Cell area per tile:
The die is cut into 8 by 8 equal tiles; white is low, dark blue is high, 0 to 100% covered.
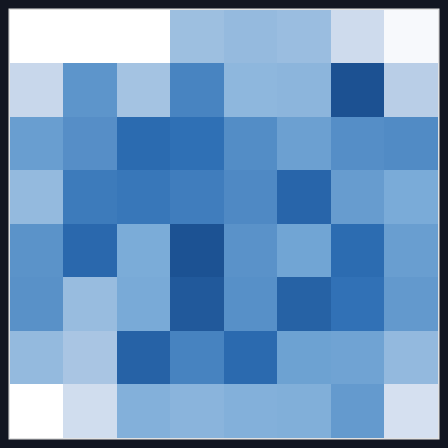
Metal layers overlaid:
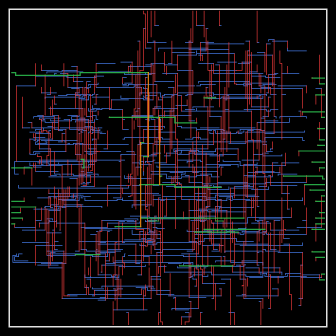
Selected gate families:
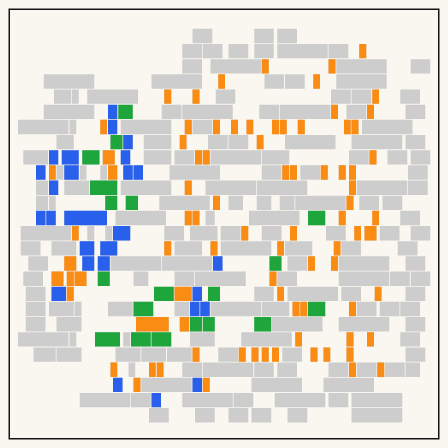
Routing congestion:
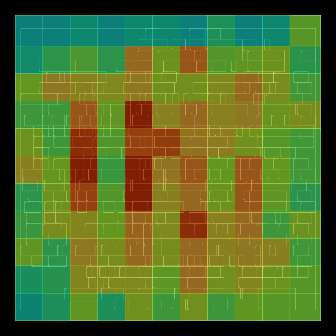
<file path="config.mk">
export PLATFORM = sky130hd
export DESIGN_NAME = comb_vec_gen
export DESIGN_NICKNAME = d
export VERILOG_FILES = /design/src/rtl/comb_vec_pkg.sv /design/src/rtl/comb_vec_hold_tmr.sv /design/src/rtl/comb_vec_gen.sv
export SDC_FILE = /design/constraint.sdc
export NUM_CORES = 1
export LEC_CHECK = 0
export ABC_AREA = 0
export CAP_MARGIN = 20
export CORE_UTILIZATION = 45
export CTS_CLUSTER_DIAMETER = 40
export DETAILED_ROUTE_END_ITERATION = 7
export PLACE_DENSITY = 0.71
export SLEW_MARGIN = 30
export SYNTH_ARGS = -nofsm -noshare
export SYNTH_HDL_FRONTEND = slang
export SYNTH_HIERARCHICAL = 1
export SYNTH_SLANG_ARGS = --single-unit
</file>
<file path="constraint.sdc">
create_clock -name clk -period 4.72 [get_ports clk]
set_input_delay 1.416 -clock clk [delete_from_list [all_inputs] [get_ports clk]]
set_output_delay 1.416 -clock clk [all_outputs]
set_load 0.05 [all_outputs]
</file>
<file path="src/rtl/comb_vec_pkg.sv">
// rtl/comb_vec_pkg.sv - shared widths and FSM state type for the combinational-mux vector generator
package comb_vec_pkg;

    localparam int VEC_W  = 5;
    localparam int RESP_W = 32;

    typedef enum logic [1:0] {
        IDLE = 2'd0,
        RUN  = 2'd1,
        DONE = 2'd2
    } state_t;

endpackage

</file>
<file path="src/rtl/comb_vec_hold_tmr.sv">
// rtl/comb_vec_hold_tmr.sv - per-vector hold counter, expire flags the final hold cycle
module comb_vec_hold_tmr #(
    parameter int HOLD_CYC = 10
) (
    input  logic clk,
    input  logic rst_n,
    input  logic clr,
    input  logic en,
    output logic expire
);

    localparam logic [7:0] TOP = 8'(HOLD_CYC - 1);

    logic [7:0] cnt;

    always_ff @(posedge clk or negedge rst_n) begin
        if (!rst_n) begin
            cnt <= '0;
        end else if (clr) begin
            cnt <= '0;
        end else if (en) begin
            cnt <= expire ? 8'd0 : cnt + 8'd1;
        end
    end

    assign expire = (cnt == TOP);

endmodule

</file>
<file path="src/rtl/comb_vec_gen.sv">
// rtl/comb_vec_gen.sv - exhaustive 5-bit stimulus generator with response capture; COMB_VEC_LOOP_EN selects continuous looping
module comb_vec_gen
    import comb_vec_pkg::*;
#(
    parameter int HOLD_CYC = 10,
    parameter int NUM_VEC  = 32
) (
    input  logic              clk,
    input  logic              rst_n,
    input  logic              start,
    input  logic              stop,
    input  logic              ack,
    input  logic              y_in,
    output logic [VEC_W-1:0]  vec_out,
    output logic [VEC_W-1:0]  vec_idx,
    output logic              busy,
    output logic              done,
    output logic [RESP_W-1:0] resp
);

    localparam logic [VEC_W-1:0]  LAST      = VEC_W'(NUM_VEC - 1);
    localparam logic [RESP_W-1:0] RESP_MASK = RESP_W'((33'd1 << NUM_VEC) - 33'd1);

    state_t             state, next_state;
    logic [VEC_W-1:0]   vec_q;
    logic [RESP_W-1:0]  resp_q;
    logic               expire;
    logic               tmr_clr;
    logic               tmr_en;
    logic               capture;
    logic               vec_zero;
    logic               vec_inc;
    logic               resp_clr;

    comb_vec_hold_tmr #(
        .HOLD_CYC (HOLD_CYC)
    ) u_hold_tmr (
        .clk    (clk),
        .rst_n  (rst_n),
        .clr    (tmr_clr),
        .en     (tmr_en),
        .expire (expire)
    );

    always_ff @(posedge clk or negedge rst_n) begin
        if (!rst_n) begin
            state <= IDLE;
        end else begin
            state <= next_state;
        end
    end

    always_comb begin
        next_state = state;
        tmr_clr    = 1'b1;
        tmr_en     = 1'b0;
        capture    = 1'b0;
        vec_zero   = 1'b0;
        vec_inc    = 1'b0;
        resp_clr   = 1'b0;
        case (state)
            IDLE: begin
                vec_zero = 1'b1;
                if (start) begin
                    next_state = RUN;
                    resp_clr   = 1'b1;
                end
            end
            RUN: begin
                // stop wins over a completing hold, so the pending capture is dropped
                if (stop) begin
                    next_state = IDLE;
                    vec_zero   = 1'b1;
                end else begin
                    tmr_clr = 1'b0;
                    tmr_en  = 1'b1;
                    if (expire) begin
                        capture = 1'b1;
                        if (vec_q == LAST) begin
`ifdef COMB_VEC_LOOP_EN
                            vec_zero = 1'b1;
`else
                            next_state = DONE;
`endif
                        end else begin
                            vec_inc = 1'b1;
                        end
                    end
                end
            end
            DONE: begin
                if (ack) begin
                    next_state = IDLE;
                    vec_zero   = 1'b1;
                end
            end
            default: begin
                next_state = IDLE;
                vec_zero   = 1'b1;
            end
        endcase
    end

    always_ff @(posedge clk or negedge rst_n) begin
        if (!rst_n) begin
            vec_q <= '0;
        end else if (vec_zero) begin
            vec_q <= '0;
        end else if (vec_inc) begin
            vec_q <= vec_q + 1'b1;
        end
    end

    always_ff @(posedge clk or negedge rst_n) begin
        if (!rst_n) begin
            resp_q <= '0;
        end else if (resp_clr) begin
            resp_q <= '0;
        end else if (capture) begin
            resp_q[vec_q] <= y_in;
        end
    end

    // the stimulus register doubles as the index: they are equal in every state
    assign vec_out = vec_q;
    assign vec_idx = vec_q;
    assign busy    = (state == RUN);
    assign done    = (state == DONE);
    assign resp    = resp_q & RESP_MASK;

endmodule
</file>
==> flow_summary.yaml <==
# yosys + openroad results
placement:
  dp_hpwl_mm: 3.58
  gp_congestion: 0.780
  dp_slack_ns: 1.28
  place_inst: 361
clock_network:
  root_buffer: "clkbuf_8"
  clock-sinks: 47
  clk_latency_ns: 0.29
  clockBufferDepth: 2
  cts_tree: "done"
global_route:
  grt_pass1_wl_mm: 9.31
  antenna_found_initial: 0
  first_global_vias: 1940
yosys:
  synth_seq_share_pct: 46.8
  ys_sh_simple_pct: 22.1
  ys_ff: 47
  synth_top_area_share_pct: 46.8
  top_cell: "nand2_1"
  top_cells_by_area: "dfrtp_1 47%, mux2i_1 13%, nand2_1 11%"
  ys_chip_area_mm2: 0.00251
  avgSynthCellArea_um2: 9.74
  synth_nets: 275
final_timing:
  fin_crit_ns: 3.45
  rsz0062_at_grt: "false"
  fin_ws_ns: 1.27
  tightest_slew_ns: 0.601
  finalHoldViolations: 0
flow_run:
  tool_warnings: 33
power_and_ir_drop:
  total_power_w: 0.000855
  powerComb_w: 0.000171
  p_sw_share_pct: 31.1
  seqPwrFrac_pct: 48.5
  vdd_drop_max_uv: 178
  pwr-share-clk_pct: 31.6
  seq_cell_power_w: 0.000415
floorplanning:
  fp.dieW_um: 76.7
  die_h_um: 76.7
  ios: 50
final_layout:
  drive_gt1_share_pct: 5.69
  nets: 315
  seq_cells: 47
  signal_buffers: 50
  area_growth_pct: 23.9
  logic_gate_count: 185
  flop_area_mm2: 0.00118
  n_all_inverters: 9
  fillerInstances: 479
  nClkBuffers: 7
  lay_top_cells: "75 x nand2_1, 48 x clkdlybuf4s50_1, 47 x dfrtp_1"
setup_path:
  worstSetupPathType: "flop to output port"
  reg2reg_slack_ns: 2.24
  critPathArrivalTime_ns: 2.04
  required_ns: 3.30
  r2r-start: "u_hold_tmr/cnt[1]$_DFFE_PN0P_"
  worstSetupStartpointType: "flop"
  r2r.worst_path.cells: 7
hold_path:
  hold_start: "resp[22]$_DFFE_PN0P_"
drt:
  via_count: 1983
  drt-initial-drc-count: 156
outcome:
  status: "finished, final reports clean"
Back to the opening pictures, 'cell area per tile':
densest ninth of the die	middle
mean over tiles	51%
emptiest ninth of the die	top left
tiles over 75% full	16%
fullest tile	87%
nearly empty tiles	6.2%
Final Core Density: 59.5%
Init Core Util: 48.0%
core area: 0.00524 mm²

Back to the opening pictures, 'metal layers overlaid':
layer	color	wire length
M1	blue	2540 µm
M4	orange	57.1 µm
M3	green	247 µm
M2	red	2480 µm
total wire length: 5.32 mm
total global-route track usage: 19.7%
Avg WL per Cell: 14.4 µm

Back to the opening pictures, 'selected gate families':
family	color	cells
aoi and oai cells	blue	27
nand cells	orange	84
and/or cells	green	19
final std cells w/o fill: 369
Commonest Layout Cell: nand2_1
logic share of the area: 39.1%

Back to the opening pictures, 'routing congestion':
M2 GR Usage: 31.9%
GR peak layer: met2
grt met3 use: 3.69%
M1 GR Usage: 27.3%

-- per-layer routing --
| layer | vias to the layer above | wire [µm] | GRT usage (%) |
|---|---|---|---|
| li1 | 947 | - | - |
| met1 | 971 | 2540 | 27.3 |
| met2 | 57 | 2480 | 31.9 |
| met3 | 8 | 246 | 3.69 |
| met4 | 0 | 57 | 4.23 |
| met5 | - | 0 | 0 |
-- state kept, by name (all words and copies together), names as in the netlist --
signal and flops:
state 2, vec_idx 5, u_hold_tmr/cnt 8, resp 32
-- worst max-delay path, stage by stage (launching register included) --
cell	delay, ns
dfrtp_1	0.42
inv_1	0.11
ha_1	0.35
clkdlybuf4s50_1	0.87
Power and IR drop assume default switching activity.
